## src/rtl/key_event_ctrl.sv

```systemverilog
// Front-panel key scheduler: grants one debounced key at a time and classifies
// each press as short, long or (with KEY_EVENT_AUTO_REPEAT_EN defined) auto-repeat.
//
// state    | meaning
// ---------+-----------------------------------------------------------------
// ST_IDLE  | no key owned; waiting for a rising edge on any key
// ST_PRESS | owner held for less than LONG_CYC cycles; release gives a short event
// ST_HELD  | long event already issued; waiting for release (repeats when enabled)
module key_event_ctrl #(
   parameter int NUM_KEYS   = 4,
   parameter int KEY_W      = 2,
   parameter int LONG_CYC   = 50_000_000,
   parameter int REPEAT_CYC = 10_000_000,
   parameter int CNT_W      = 26
) (
   input  logic                clk,
   input  logic                rst_n,
   input  logic [NUM_KEYS-1:0] key_lvl,
   output logic                evt_valid,
   input  logic                evt_ready,
   output logic [KEY_W-1:0]    evt_key,
   output logic [1:0]          evt_type,
   output logic                evt_drop,
   output logic                busy
);

   typedef enum logic [1:0] {
      ST_IDLE  = 2'd0,
      ST_PRESS = 2'd1,
      ST_HELD  = 2'd2
   } state_t;

   localparam logic [1:0] TYPE_SHORT  = 2'b00;
   localparam logic [1:0] TYPE_LONG   = 2'b01;
   localparam logic [1:0] TYPE_REPEAT = 2'b10;

   localparam int             HOLD_MAX = (LONG_CYC > REPEAT_CYC) ? LONG_CYC : REPEAT_CYC;
   localparam logic [CNT_W-1:0] LONG_TC = CNT_W'(LONG_CYC - 1);
   localparam logic [CNT_W-1:0] HOLD_TC = CNT_W'(HOLD_MAX - 1);
`ifdef KEY_EVENT_AUTO_REPEAT_EN
   localparam logic [CNT_W-1:0] REPEAT_TC = CNT_W'(REPEAT_CYC - 1);
`endif

   state_t              state, state_nxt;
   logic [NUM_KEYS-1:0] key_prev;
   logic [NUM_KEYS-1:0] rise;
   logic                rise_any;
   logic [KEY_W-1:0]    rise_idx;
   logic [KEY_W-1:0]    owner, owner_nxt;
   logic [CNT_W-1:0]    cnt, cnt_nxt, cnt_inc;
   logic                owner_lvl;
   logic                issue;
   logic [1:0]          issue_type;

   assign rise      = key_lvl & ~key_prev;
   assign owner_lvl = key_lvl[owner];
   assign busy      = (state != ST_IDLE);

   // Holds at the largest threshold so the counter can never wrap.
   assign cnt_inc   = (cnt == HOLD_TC) ? cnt : cnt + 1'b1;

   always_comb begin
      rise_any = |rise;
      rise_idx = '0;
      for (int i = NUM_KEYS - 1; i >= 0; i--) begin
         if (rise[i]) rise_idx = KEY_W'(i);
      end
   end

   always_ff @(posedge clk or negedge rst_n) begin
      if (!rst_n) begin
         state    <= ST_IDLE;
         key_prev <= '0;
         owner    <= '0;
         cnt      <= '0;
      end else begin
         state    <= state_nxt;
         key_prev <= key_lvl;
         owner    <= owner_nxt;
         cnt      <= cnt_nxt;
      end
   end

   always_comb begin
      state_nxt  = state;
      owner_nxt  = owner;
      cnt_nxt    = cnt;
      issue      = 1'b0;
      issue_type = TYPE_SHORT;
      case (state)
         ST_IDLE: begin
            if (rise_any) begin
               owner_nxt = rise_idx;
               cnt_nxt   = '0;
               state_nxt = ST_PRESS;
            end
         end
         ST_PRESS: begin
            if (!owner_lvl) begin
               issue      = 1'b1;
               issue_type = TYPE_SHORT;
               cnt_nxt    = '0;
               state_nxt  = ST_IDLE;
            end else if (cnt == LONG_TC) begin
               issue      = 1'b1;
               issue_type = TYPE_LONG;
               cnt_nxt    = '0;
               state_nxt  = ST_HELD;
            end else begin
               cnt_nxt = cnt_inc;
            end
         end
         ST_HELD: begin
            if (!owner_lvl) begin
               cnt_nxt   = '0;
               state_nxt = ST_IDLE;
            end
`ifdef KEY_EVENT_AUTO_REPEAT_EN
            else if (cnt == REPEAT_TC) begin
               issue      = 1'b1;
               issue_type = TYPE_REPEAT;
               cnt_nxt    = '0;
            end else begin
               cnt_nxt = cnt_inc;
            end
`endif
         end
         default: begin
            cnt_nxt   = '0;
            state_nxt = ST_IDLE;
         end
      endcase
   end

   // A delivery in the same cycle frees the slot, so the new event may load.
   always_ff @(posedge clk or negedge rst_n) begin
      if (!rst_n) begin
         evt_valid <= 1'b0;
         evt_key   <= '0;
         evt_type  <= 2'b00;
         evt_drop  <= 1'b0;
      end else begin
         evt_drop <= 1'b0;
         if (issue) begin
            if (!evt_valid || evt_ready) begin
               evt_valid <= 1'b1;
               evt_key   <= owner;
               evt_type  <= issue_type;
            end else begin
               evt_drop <= 1'b1;
            end
         end else if (evt_valid && evt_ready) begin
            evt_valid <= 1'b0;
         end
      end
   end

endmodule

```

## config.mk

```make
export PLATFORM = sky130hd
export DESIGN_NAME = key_event_ctrl
export DESIGN_NICKNAME = d
export VERILOG_FILES = /design/src/rtl/key_event_ctrl.sv
export SDC_FILE = /design/constraint.sdc
export NUM_CORES = 1
export LEC_CHECK = 0
export ABC_AREA = 1
export CELL_PAD_IN_SITES_DETAIL_PLACEMENT = 0
export CELL_PAD_IN_SITES_GLOBAL_PLACEMENT = 1
export CORE_UTILIZATION = 30
export CTS_CLUSTER_DIAMETER = 120
export DETAILED_ROUTE_END_ITERATION = 10
export PLACE_DENSITY_LB_ADDON = 0.1
export REMOVE_ABC_BUFFERS = 1
export SYNTH_ARGS = -nofsm -noshare
export SYNTH_HDL_FRONTEND = slang
export SYNTH_SLANG_ARGS = --single-unit
```

## constraint.sdc

```tcl
create_clock -name clk -period 4.08 [get_ports clk]
set_input_delay 1.224 -clock clk [delete_from_list [all_inputs] [get_ports clk]]
set_output_delay 1.224 -clock clk [all_outputs]
set_load 0.01 [all_outputs]
```

Figure 1. Power grid (run 1).
Bar = 20 um. Pins as bars on the die edge. Tap cells in gray.
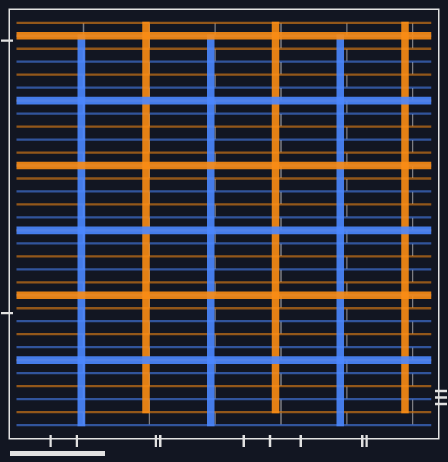
legend:
  VSS:
    color: blue
  VDD:
    color: orange
signal pins: 14
met5 straps: 6
area of the core: 7331 sq um
overall die height: 89.72 um
highest ir drop seen on vdd: 147.8 uV
overall die width: 89.72 um

Figure 2. Cells colored by class (run 1).
Bar = 20 um.
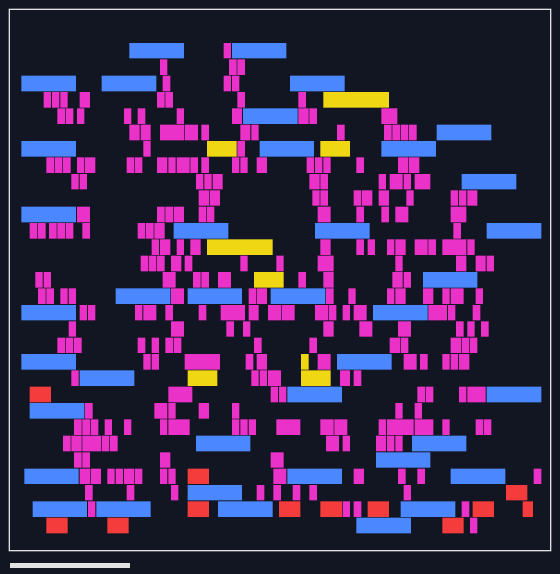
legend:
  flip-flops:
    color: blue
    cells: 39
    share_of_their_area: 39%
  all other logic:
    color: magenta
    cells: 284
    share_of_their_area: 51%
  clock drivers and dummy loads:
    color: yellow
    cells: 8
    share_of_their_area: 5.3%
  other buffers and delay cells:
    color: red
    cells: 12
    share_of_their_area: 4.6%
Final Util: 36.05%
number of standard-cell rows in the floorplan: 31
register share of the cell area: 36.93%

==> metrics.log, run 1 <==
[flow] final metrics
INFO  metric synth-area-yosys = 2308 sq um
INFO  metric synth_top_cell_by_count = sky130_fd_sc_hd__nand2_1
INFO  metric p_leak = 1.233 nW
INFO  metric yosys_warnings = 0
INFO  metric status = complete, no violations
INFO  metric critical_path_source_type = primary input
INFO  metric crit-reg2reg-capture = state[1]
INFO  metric residual_drc_count = 0
INFO  metric seq_area_frac_synth = 42.28%
INFO  metric placement.io_buffers = 12
INFO  metric critical_path_class = primary input to flip-flop
INFO  metric drt-vias-per-instance = about 4.5
INFO  metric p_per_area = about 460 nW/um^2
INFO  metric wire_per_inst = 13.55 um
INFO  metric power.combinational.fraction = 30.6%
INFO  metric yosys-top-cells-area = sky130_fd_sc_hd__dfrtp_1, sky130_fd_sc_hd__nand2_1, sky130_fd_sc_hd__nor2_1
INFO  metric synth_area = 2308 sq um
INFO  metric postCtsSetupBuffers = 0
INFO  metric timing.hold.worst_path_depth = 2
INFO  metric measured_slew_at_the_worst_slew_check_pin = 0.9529 ns
INFO  metric cp_max_fo = 17
INFO  metric compound_area_share = 5.583%
INFO  metric detailedPlacementHpwl = 4.411 mm
INFO  metric final_max_slew_viol_count = 0
INFO  metric critPathLaunch = key_lvl[0]
INFO  metric topRoutingLayerUsed = met4
INFO  metric grt_util_met3 = 3.046%
INFO  metric synth_cells = approximately 330
INFO  metric synth.largest_area_cell = sky130_fd_sc_hd__dfrtp_1
INFO  metric layout_cell_share_with_drive_strength_beyond_1 = under 10%
INFO  metric cts_repair_resize_count = 0
INFO  metric cts_stage_hold_buffer_count = 0
INFO  metric globalRouteMet1Util = 22.43%
INFO  metric final-comb-area = 1112 sq um
INFO  metric relSlewSlack = 36.47%
INFO  metric met3_length = around 140 um
INFO  metric regToRegSetupSlack = 2.13 ns
INFO  metric fa_ha_area_share = less than 1%
INFO  metric fmax = 0.3535 GHz
INFO  metric timing.critical_path.cells = clkdlybuf4s50_1 -> nand2_1 -> nand2_1 -> nor2_1 -> nand2_2 -> nand2_4 -> inv_4 -> nand2_2 -> inv_2 -> nand2_1 -> nand2_1
INFO  metric worstHoldStart = evt_key[0]
INFO  metric wirelength_met1 = ~3.1 mm
INFO  metric setup-violations-final = 0
INFO  metric synth.top_cells.by_count = sky130_fd_sc_hd__nand2_1, sky130_fd_sc_hd__nor2_1, sky130_fd_sc_hd__inv_1
INFO  metric routabilityCongestion = around 0.75
INFO  metric largest_reg_flops = 26
INFO  metric worst-endpoint-required = 4.27 ns
INFO  metric tcrit_tclk_final = 69.33%
INFO  metric power_switching = roughly 0.45 mW
INFO  metric synth-simple-area-share = around two fifths
INFO  metric gr-usage-all-layers = 16.32%
INFO  metric warnings = 25
INFO  metric grt-ovfl-total = 0
INFO  metric reg2regPathDepth = 11
INFO  metric detailedRoute.firstIterationViolations = 84
INFO  metric synth_xor_xnor_area_share = 0.3794%
INFO  metric post_synth_top_flop = sky130_fd_sc_hd__dfrtp_1
INFO  metric grt_antenna_before_repair = 0
INFO  metric synth-cells-yosys = 327
INFO  metric register_area = 975.9 sq um
INFO  metric n_antenna_cell = 0
INFO  metric p_sw_share = between 30% and 40%
INFO  metric ioPinCount = 14
INFO  metric max_stage_delay = 0.44 ns
INFO  metric end_kind = flip-flop
INFO  metric post-route-worst-setup-slack = 1.252 ns
INFO  metric globalRouteMet2Util = 26.15%
INFO  metric finalCriticalPeriod = 2.828 ns
INFO  metric postRouteWirelength = 5.991 mm
INFO  metric globalRoute.busiestLayer = met2
INFO  metric yosys-mux-area-fraction = 0%
INFO  metric initial_core_util = 31.49%
INFO  metric min_to = evt_key[0]
Figure 3. Clock network drawn from the DEF (run 1).
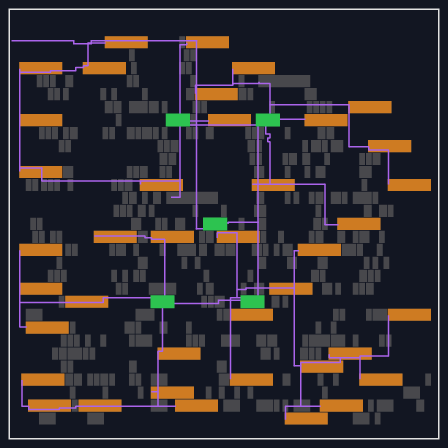
legend:
  flip-flops:
    color: orange
    count: 39
  clock wires:
    color: purple
    length: 695 um
  cells driving clock nets:
    color: green
    count: 5
flops lie: widely spread
Clock Skews: 0.005655 ns
reported clock group power: 0.397 mW
Clk Latency, worst-skew pair: 0.30 ns
fraction of power consumed by the clock network: 32.4%

==> run 1: critical path, delay by kind of cell <==
family / cells / cell delay, ns
buffers and inverters: 3 / 0.71
AND/OR/NAND/NOR: 8 / 1.08
==> run 1: per-stage QoR <==
step | power, mW | area, sq um | cells
after floorplan | 0.6942 | 2271 | 323
after global placement | 0.8460 | 2510 | 434
after detailed placement | 0.8467 | 2510 | 434
after CTS | 1.249 | 2643 | 442
after global routing | 1.313 | 2643 | 442
final | 1.227 | 2643 | 442
==> run 1: layout make-up <==
cell class | instances | share of cell area, %
multi-input cells | 236 | 42.09
clock inverters | 2 | 2.273
clock buffers | 6 | 2.746
repair buffers | 12 | 4.356
well taps | 99 | 4.688
flip-flops and latches | 39 | 36.93
inverters | 48 | 6.913
## Run 2: what changed since run 1
- clock period: 4.08 -> 2.7 ns (I/O delays scaled with it)
Figure 4. Power grid (run 2).
Bar = 20 um. Pins as bars on the die edge. Tap cells in gray.
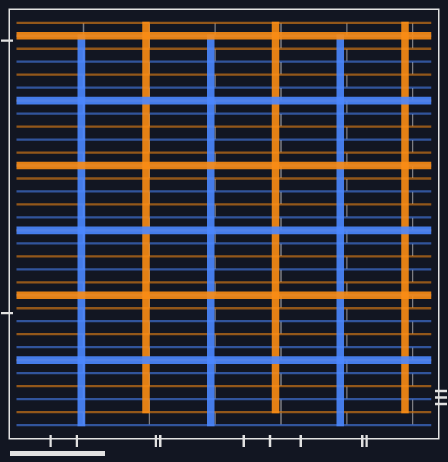
legend:
  VDD:
    color: orange
  VSS:
    color: blue
met5 straps: 6
tap cells: 99
met4 straps: 6
met1 rails: 32
rows: 31
highest ir drop seen on vdd: 266.3 uV

==> metrics.log, run 2 <==
[flow] final metrics
INFO  metric die_height = 89.72 um (unchanged)
INFO  metric yosys_warnings = 0 (unchanged)
INFO  metric postRouteWirelength = 6.102 mm (+1.9%)
INFO  metric biggestCellCategory = combinational gates
INFO  metric synth_xor_xnor_area_share = 0.3794% (unchanged)
INFO  metric fa_ha_area_share = 0.5420% (unchanged)
INFO  metric crit-reg2reg-capture = cnt[21]
INFO  metric clock_insertion_delay_worst_skew = 0.30 ns (about the same)
INFO  metric ioPinCount = 14 (unchanged)
INFO  metric p_leak = 1.271 nW (+3.1%)
INFO  metric buffers_excl_clock = 19 (+7)
INFO  metric synth.top_cells.by_count = sky130_fd_sc_hd__nand2_1, sky130_fd_sc_hd__nor2_1, sky130_fd_sc_hd__inv_1
INFO  metric synth.largest_area_cell = sky130_fd_sc_hd__dfrtp_1
INFO  metric largest_reg_flops = 26 (unchanged)
INFO  metric p_sw_share = 35.82% (-1.2 points)
INFO  metric clk_share = 4.898% (-0.12 points)
INFO  metric area.share.sequential = 36.04% (-0.89 points)
INFO  metric wire_per_inst = 13.59 um (+0.26%)
INFO  metric seq_cell_count = 39 (unchanged)
INFO  metric grt-ovfl-total = 0 (unchanged)
INFO  metric cp_max_fo = 3 (-14)
INFO  metric placement.io_buffers = 12 (unchanged)
INFO  metric synth_cells = 327 (unchanged)
INFO  metric tap_cells = 99 (unchanged)
INFO  metric final_max_slew_viol_count = 0 (unchanged)
INFO  metric warnings = 25 (unchanged)
INFO  metric post_synth_top_flop = sky130_fd_sc_hd__dfrtp_1
INFO  metric dpl.cell_count = 441 (+1.6%)
INFO  metric power.combinational.fraction = 34.0% (+3.4 points)
INFO  metric synth-cells-yosys = 327 (unchanged)
INFO  metric instances_no_fill = 449 (+1.6%)
INFO  metric status = complete, no violations
INFO  metric worstSetupPathDepth = 3 (-8)
INFO  metric synth-area-yosys = 2308 sq um (unchanged)
INFO  metric p_per_area = 714.9 nW/um^2 (+54%)
INFO  metric routabilityCongestion = 0.8004 (+6.5%)
INFO  metric core-area = 7331 sq um (unchanged)
INFO  metric detailedPlacementHpwl = 4.828 mm (+9.5%)
INFO  metric postCtsSetupBuffers = 0 (unchanged)
INFO  metric seq_area_frac_synth = 42.28% (unchanged)
INFO  metric report.power.total = 1.936 mW (+58%)
-- run 2: power groups by stage --
stage / clock network [mW] / registers (mW) / logic, mW
final: 0.589 / 0.688 / 0.658
after global routing: 0.634 / 0.697 / 0.735
after CTS: 0.610 / 0.689 / 0.668
after detailed placement: 0 / 0.701 / 0.667
after global placement: 0 / 0.701 / 0.668
after floorplan: 0 / 0.696 / 0.353
-- run 2: per-layer routing --
| layer | global-route usage (%) | routed length (um) | vias to the layer above |
|---|---|---|---|
| met5 | 0 | 0 | - |
| met4 | 4.645 | 68 | 0 |
| met3 | 2.961 | 201 | 6 |
| met2 | 26.54 | 2877 | 27 |
| met1 | 22.93 | 2955 | 961 |
| li1 | - | - | 1071 |
No activity file was given, so power comes from the tool's default toggle rates.
